--- config.mk ---
export PLATFORM = sky130hd
export DESIGN_NAME = mem_write_buffer
export DESIGN_NICKNAME = d
export VERILOG_FILES = /design/src/rtl/mem_write_buffer_pkg.sv /design/src/rtl/mem_write_buffer_sync_fifo.sv /design/src/rtl/mem_write_buffer.sv
export SDC_FILE = /design/constraint.sdc
export NUM_CORES = 1
export LEC_CHECK = 0
export CAP_MARGIN = 30
export CORE_UTILIZATION = 40
export CTS_CLUSTER_DIAMETER = 80
export DETAILED_ROUTE_END_ITERATION = 10
export GPL_ROUTABILITY_DRIVEN = 0
export GPL_TIMING_DRIVEN = 0
export PLACE_DENSITY = 0.65
export SLEW_MARGIN = 0
export SYNTH_ARGS = -nofsm -noshare
export SYNTH_HDL_FRONTEND = slang
export SYNTH_HIERARCHICAL = 1
export SYNTH_SLANG_ARGS = --single-unit
--- constraint.sdc ---
create_clock -name clk -period 6.6 [get_ports clk]
set_input_delay 1.32 -clock clk [delete_from_list [all_inputs] [get_ports clk]]
set_output_delay 1.32 -clock clk [all_outputs]
set_load 0.01 [all_outputs]
--- src/rtl/mem_write_buffer_pkg.sv ---
// Shared definitions for the posted-write buffer: arbiter states and
// the memory-port transaction-type encoding.
package mem_write_buffer_pkg;

    typedef enum logic [1:0] {
        IDLE    = 2'b00,
        WR_BUSY = 2'b01,
        RD_BUSY = 2'b10
    } wb_state_e;

    localparam logic MEM_OP_WRITE = 1'b1;
    localparam logic MEM_OP_READ  = 1'b0;

endpackage

--- src/rtl/mem_write_buffer_sync_fifo.sv ---
// Generic synchronous FIFO with occupancy count; pointers wrap naturally
// because DEPTH is a power of two. Push when full and pop when empty are ignored.
module sync_fifo #(
    parameter int DEPTH = 4,
    parameter int WIDTH = 48
) (
    input  logic                     clk,
    input  logic                     rst,
    input  logic                     push,
    input  logic                     pop,
    input  logic [WIDTH-1:0]         din,
    output logic [WIDTH-1:0]         dout,
    output logic                     full,
    output logic                     empty,
    output logic [$clog2(DEPTH):0]   count
);

    localparam int PTR_W = $clog2(DEPTH);
    localparam int CNT_W = PTR_W + 1;
    localparam logic [PTR_W-1:0] PTR_ZERO = {PTR_W{1'b0}};
    localparam logic [PTR_W-1:0] PTR_ONE  = PTR_W'(1);
    localparam logic [CNT_W-1:0] CNT_ZERO = {CNT_W{1'b0}};
    localparam logic [CNT_W-1:0] CNT_ONE  = CNT_W'(1);
    localparam logic [CNT_W-1:0] CNT_FULL = CNT_W'(DEPTH);

    logic [WIDTH-1:0] mem_r [DEPTH];
    logic [PTR_W-1:0] wr_ptr_r;
    logic [PTR_W-1:0] rd_ptr_r;
    logic [CNT_W-1:0] count_r;
    logic             push_ok_s;
    logic             pop_ok_s;

    assign full      = (count_r == CNT_FULL);
    assign empty     = (count_r == CNT_ZERO);
    assign count     = count_r;
    assign dout      = mem_r[rd_ptr_r];
    assign push_ok_s = push && !full;
    assign pop_ok_s  = pop && !empty;

    // Pointer and occupancy bookkeeping.
    always_ff @(posedge clk) begin
        if (rst) begin
            wr_ptr_r <= PTR_ZERO;
            rd_ptr_r <= PTR_ZERO;
            count_r  <= CNT_ZERO;
        end else begin
            if (push_ok_s) wr_ptr_r <= wr_ptr_r + PTR_ONE;
            if (pop_ok_s)  rd_ptr_r <= rd_ptr_r + PTR_ONE;
            case ({push_ok_s, pop_ok_s})
                2'b10:   count_r <= count_r + CNT_ONE;
                2'b01:   count_r <= count_r - CNT_ONE;
                default: count_r <= count_r;
            endcase
        end
    end

    // Entry storage; contents need no reset since the pointers gate visibility.
    always_ff @(posedge clk) begin
        if (!rst && push_ok_s) begin
            mem_r[wr_ptr_r] <= din;
        end
    end

endmodule

--- src/rtl/mem_write_buffer.sv ---
// Posted-write buffer between the data cache and main memory: queues
// write-through stores and arbitrates them with line-fill reads, writes first.
module mem_write_buffer
    import mem_write_buffer_pkg::*;
#(
    parameter int ADDR_WIDTH = 16,
    parameter int DATA_WIDTH = 32,
    parameter int DEPTH      = 4
) (
    input  logic                      clk,
    input  logic                      rst,
    input  logic                      wr_en,
    input  logic [ADDR_WIDTH-1:0]     wr_addr,
    input  logic [DATA_WIDTH-1:0]     wr_data,
    output logic                      wr_rdy,
    input  logic                      rd_en,
    input  logic [ADDR_WIDTH-1:0]     rd_addr,
    output logic [DATA_WIDTH-1:0]     rd_data,
    output logic                      rd_valid,
    output logic                      mem_req,
    output logic                      mem_we,
    output logic [ADDR_WIDTH-1:0]     mem_addr,
    output logic [DATA_WIDTH-1:0]     mem_wdata,
    input  logic                      mem_ack,
    input  logic [DATA_WIDTH-1:0]     mem_rdata,
    output logic [$clog2(DEPTH):0]    wb_count
);

    localparam int ENTRY_W = ADDR_WIDTH + DATA_WIDTH;

    wb_state_e               state_r;
    wb_state_e               state_nxt_s;
    logic                    fifo_full_s;
    logic                    fifo_empty_s;
    logic                    push_s;
    logic                    pop_s;
    logic [ENTRY_W-1:0]      head_s;
    logic [ADDR_WIDTH-1:0]   head_addr_s;
    logic [DATA_WIDTH-1:0]   head_data_s;
    logic                    mem_req_nxt_s;
    logic                    mem_we_nxt_s;
    logic [ADDR_WIDTH-1:0]   mem_addr_nxt_s;
    logic [DATA_WIDTH-1:0]   mem_wdata_nxt_s;

    assign wr_rdy                     = !fifo_full_s;
    assign push_s                     = wr_en && wr_rdy;
    assign pop_s                      = (state_r == WR_BUSY) && mem_ack;
    assign {head_addr_s, head_data_s} = head_s;
    assign rd_valid                   = (state_r == RD_BUSY) && mem_ack;
    assign rd_data                    = mem_rdata;

    sync_fifo #(
        .DEPTH (DEPTH),
        .WIDTH (ENTRY_W)
    ) u_fifo (
        .clk   (clk),
        .rst   (rst),
        .push  (push_s),
        .pop   (pop_s),
        .din   ({wr_addr, wr_data}),
        .dout  (head_s),
        .full  (fifo_full_s),
        .empty (fifo_empty_s),
        .count (wb_count)
    );

    // State and memory-port registers.
    always_ff @(posedge clk) begin
        if (rst) begin
            state_r   <= IDLE;
            mem_req   <= 1'b0;
            mem_we    <= 1'b0;
            mem_addr  <= {ADDR_WIDTH{1'b0}};
            mem_wdata <= {DATA_WIDTH{1'b0}};
        end else begin
            state_r   <= state_nxt_s;
            mem_req   <= mem_req_nxt_s;
            mem_we    <= mem_we_nxt_s;
            mem_addr  <= mem_addr_nxt_s;
            mem_wdata <= mem_wdata_nxt_s;
        end
    end

    // Next-state: buffered writes always win over a pending line fill.
    always_comb begin
        state_nxt_s = state_r;
        case (state_r)
            IDLE: begin
                if (!fifo_empty_s) begin
                    state_nxt_s = WR_BUSY;
                end else if (rd_en) begin
                    state_nxt_s = RD_BUSY;
                end else begin
                    state_nxt_s = IDLE;
                end
            end
            WR_BUSY, RD_BUSY: begin
                if (mem_ack) begin
                    state_nxt_s = IDLE;
                end else begin
                    state_nxt_s = state_r;
                end
            end
            default: state_nxt_s = IDLE;
        endcase
    end

    // Memory-port values to register; held steady while a request is outstanding.
    always_comb begin
        mem_req_nxt_s   = mem_req;
        mem_we_nxt_s    = mem_we;
        mem_addr_nxt_s  = mem_addr;
        mem_wdata_nxt_s = mem_wdata;
        case (state_r)
            IDLE: begin
                if (!fifo_empty_s) begin
                    mem_req_nxt_s   = 1'b1;
                    mem_we_nxt_s    = MEM_OP_WRITE;
                    mem_addr_nxt_s  = head_addr_s;
                    mem_wdata_nxt_s = head_data_s;
                end else if (rd_en) begin
                    mem_req_nxt_s   = 1'b1;
                    mem_we_nxt_s    = MEM_OP_READ;
                    mem_addr_nxt_s  = rd_addr;
                end else begin
                    mem_req_nxt_s   = 1'b0;
                end
            end
            WR_BUSY, RD_BUSY: begin
                if (mem_ack) begin
                    mem_req_nxt_s = 1'b0;
                end else begin
                    mem_req_nxt_s = 1'b1;
                end
            end
            default: mem_req_nxt_s = 1'b0;
        endcase
    end

endmodule

Cell sizes after repair:
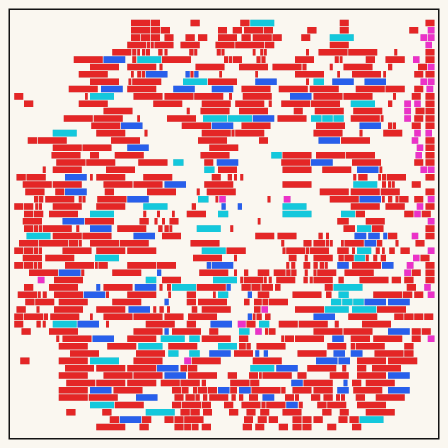
color	size	cells	share
cyan	_6 and larger	56	7.0%
magenta	_3 and _4 cells	39	4.9%
red	_0 and _1 cells	626	78%
blue	_2 cells	79	9.9%
P&R area growth vs syn: 31.3%
setup ws final: 2680 ps
buffers outside the clock class: 240
Final Cell Area: 12900 sq um

Cells colored by class:
Scale bar: 50 microns.
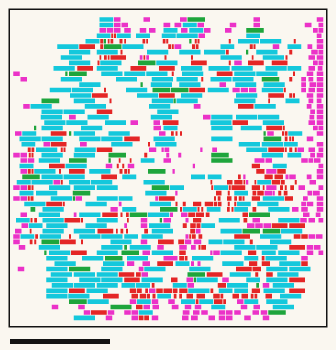
color	class	cells	share of their area
cyan	flops	253	56%
magenta	other buffers and delay cells	240	18%
red	combinational and other logic	259	19%
green	clock drivers and dummy loads	48	6.9%
Layout Utilization: 54.1%
CORE AREA: 23800 sq um

Congestion heat map:
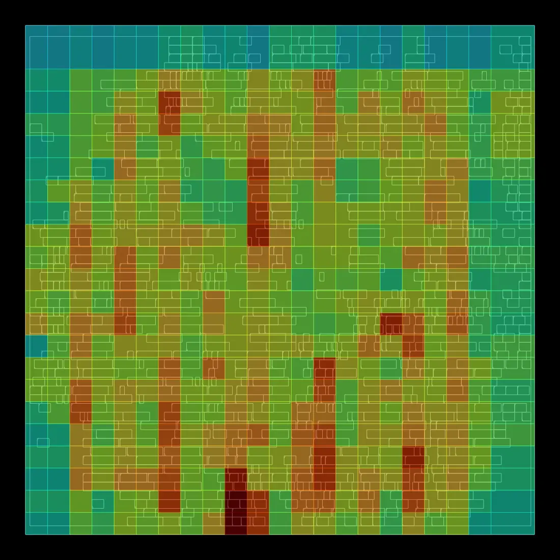
GR met2 Demand/Resource: 30.1%
global routing's busiest layer: met2
met1 Use GR: 20.6%
GR Util met3: 3.02%

==> job_summary.md <==
### Flow metrics

| Metric | Value |
|---|---|
| Total global routing overflow | `0` |
| Seq_cells | `253` |
| Slew margin rel. | `46.2%` |
| Crit. path cell count | `3` |
| Invs w/o clock | `10` |
| Hold Crit Depth | `2` |
| Clock root cell | `clkbuf_16` |
| WP data arrival | `2600 ps` |
| Top Ports | `188` |
| Yosys synthesis chip area | `9790 sq um` |
| Met3 Routed Length | `1.27 mm` |
| Min-delay worst type | `reg -> reg` |
| Fp_density | `41.2%` |
| # Taps | `319` |
| Crit path max fanout | `3` |
| IO Port Bufs | `155` |
| Sequential standard cell area | `6990 sq um` |
| Area share, top type | `58.9%` |
| Pin count of the biggest net entering global routing | `15` |
| Cells after synthesis | `577` |
| CTS tree | `done` |
| Run status | `completed` |
| Initial antenna violation count | `0` |
| Drt total wl | `20.9 mm` |
| Placed Instances | `1071` |
| Syn nets | `688` |
| Die Y | `158 microns` |
| Max Slew Vio Count | `0` |
| Finish-stage setup viols | `0` |
| Synth logic family | `multiplexers` |
| Crit. Startpoint | `mem_ack` |
| Ys async rst share | `0%` |
| Highest Signal Layer | `met4` |
| Die Width | `158 microns` |
| Post-detail-place hpwl | `14.7 mm` |
| Residual DRC | `0` |
| Crit Reg-Reg Startpoint | `u_fifo/count[2]` |
| Power consumption | `4.02 mW` |
| Most area-hungry cell type in the Yosys netlist | `edfxtp_1` |
| Mux cell area share | `12.9%` |
==> sequential cells by signal (all words and copies together) (netlist names), named ones only <==
name / cells
mem_we: 1
u_fifo/rd_ptr_r: 2
u_fifo/wr_ptr_r: 2
state_r: 2
mem_addr: 16
mem_wdata: 32
u_fifo/count: 3
u_fifo/mem_r: 192
mem_req: 1
==> cells by family (layout without fill, tap and decap cells) <==
logic type | Yosys count | in the layout
flip-flops | 253 | 253
XOR/XNOR | 3 | 3
multiplexers | 66 | 66
AND/OR/NAND/NOR | 95 | 95
buffers and inverters | 75 | 298
adder cells (fa/ha/maj) | 10 | 10
AND-OR/OR-AND | 75 | 75
==> power by group <==
group	switching, mW	internal (mW)	total [mW]	leakage, nW
clock network	0.575	0.904	1.48	0.416
logic	0.333	0.342	0.675	1.73
registers	0.0499	1.82	1.87	2.24
Power is estimated from default activity; no workload was simulated.
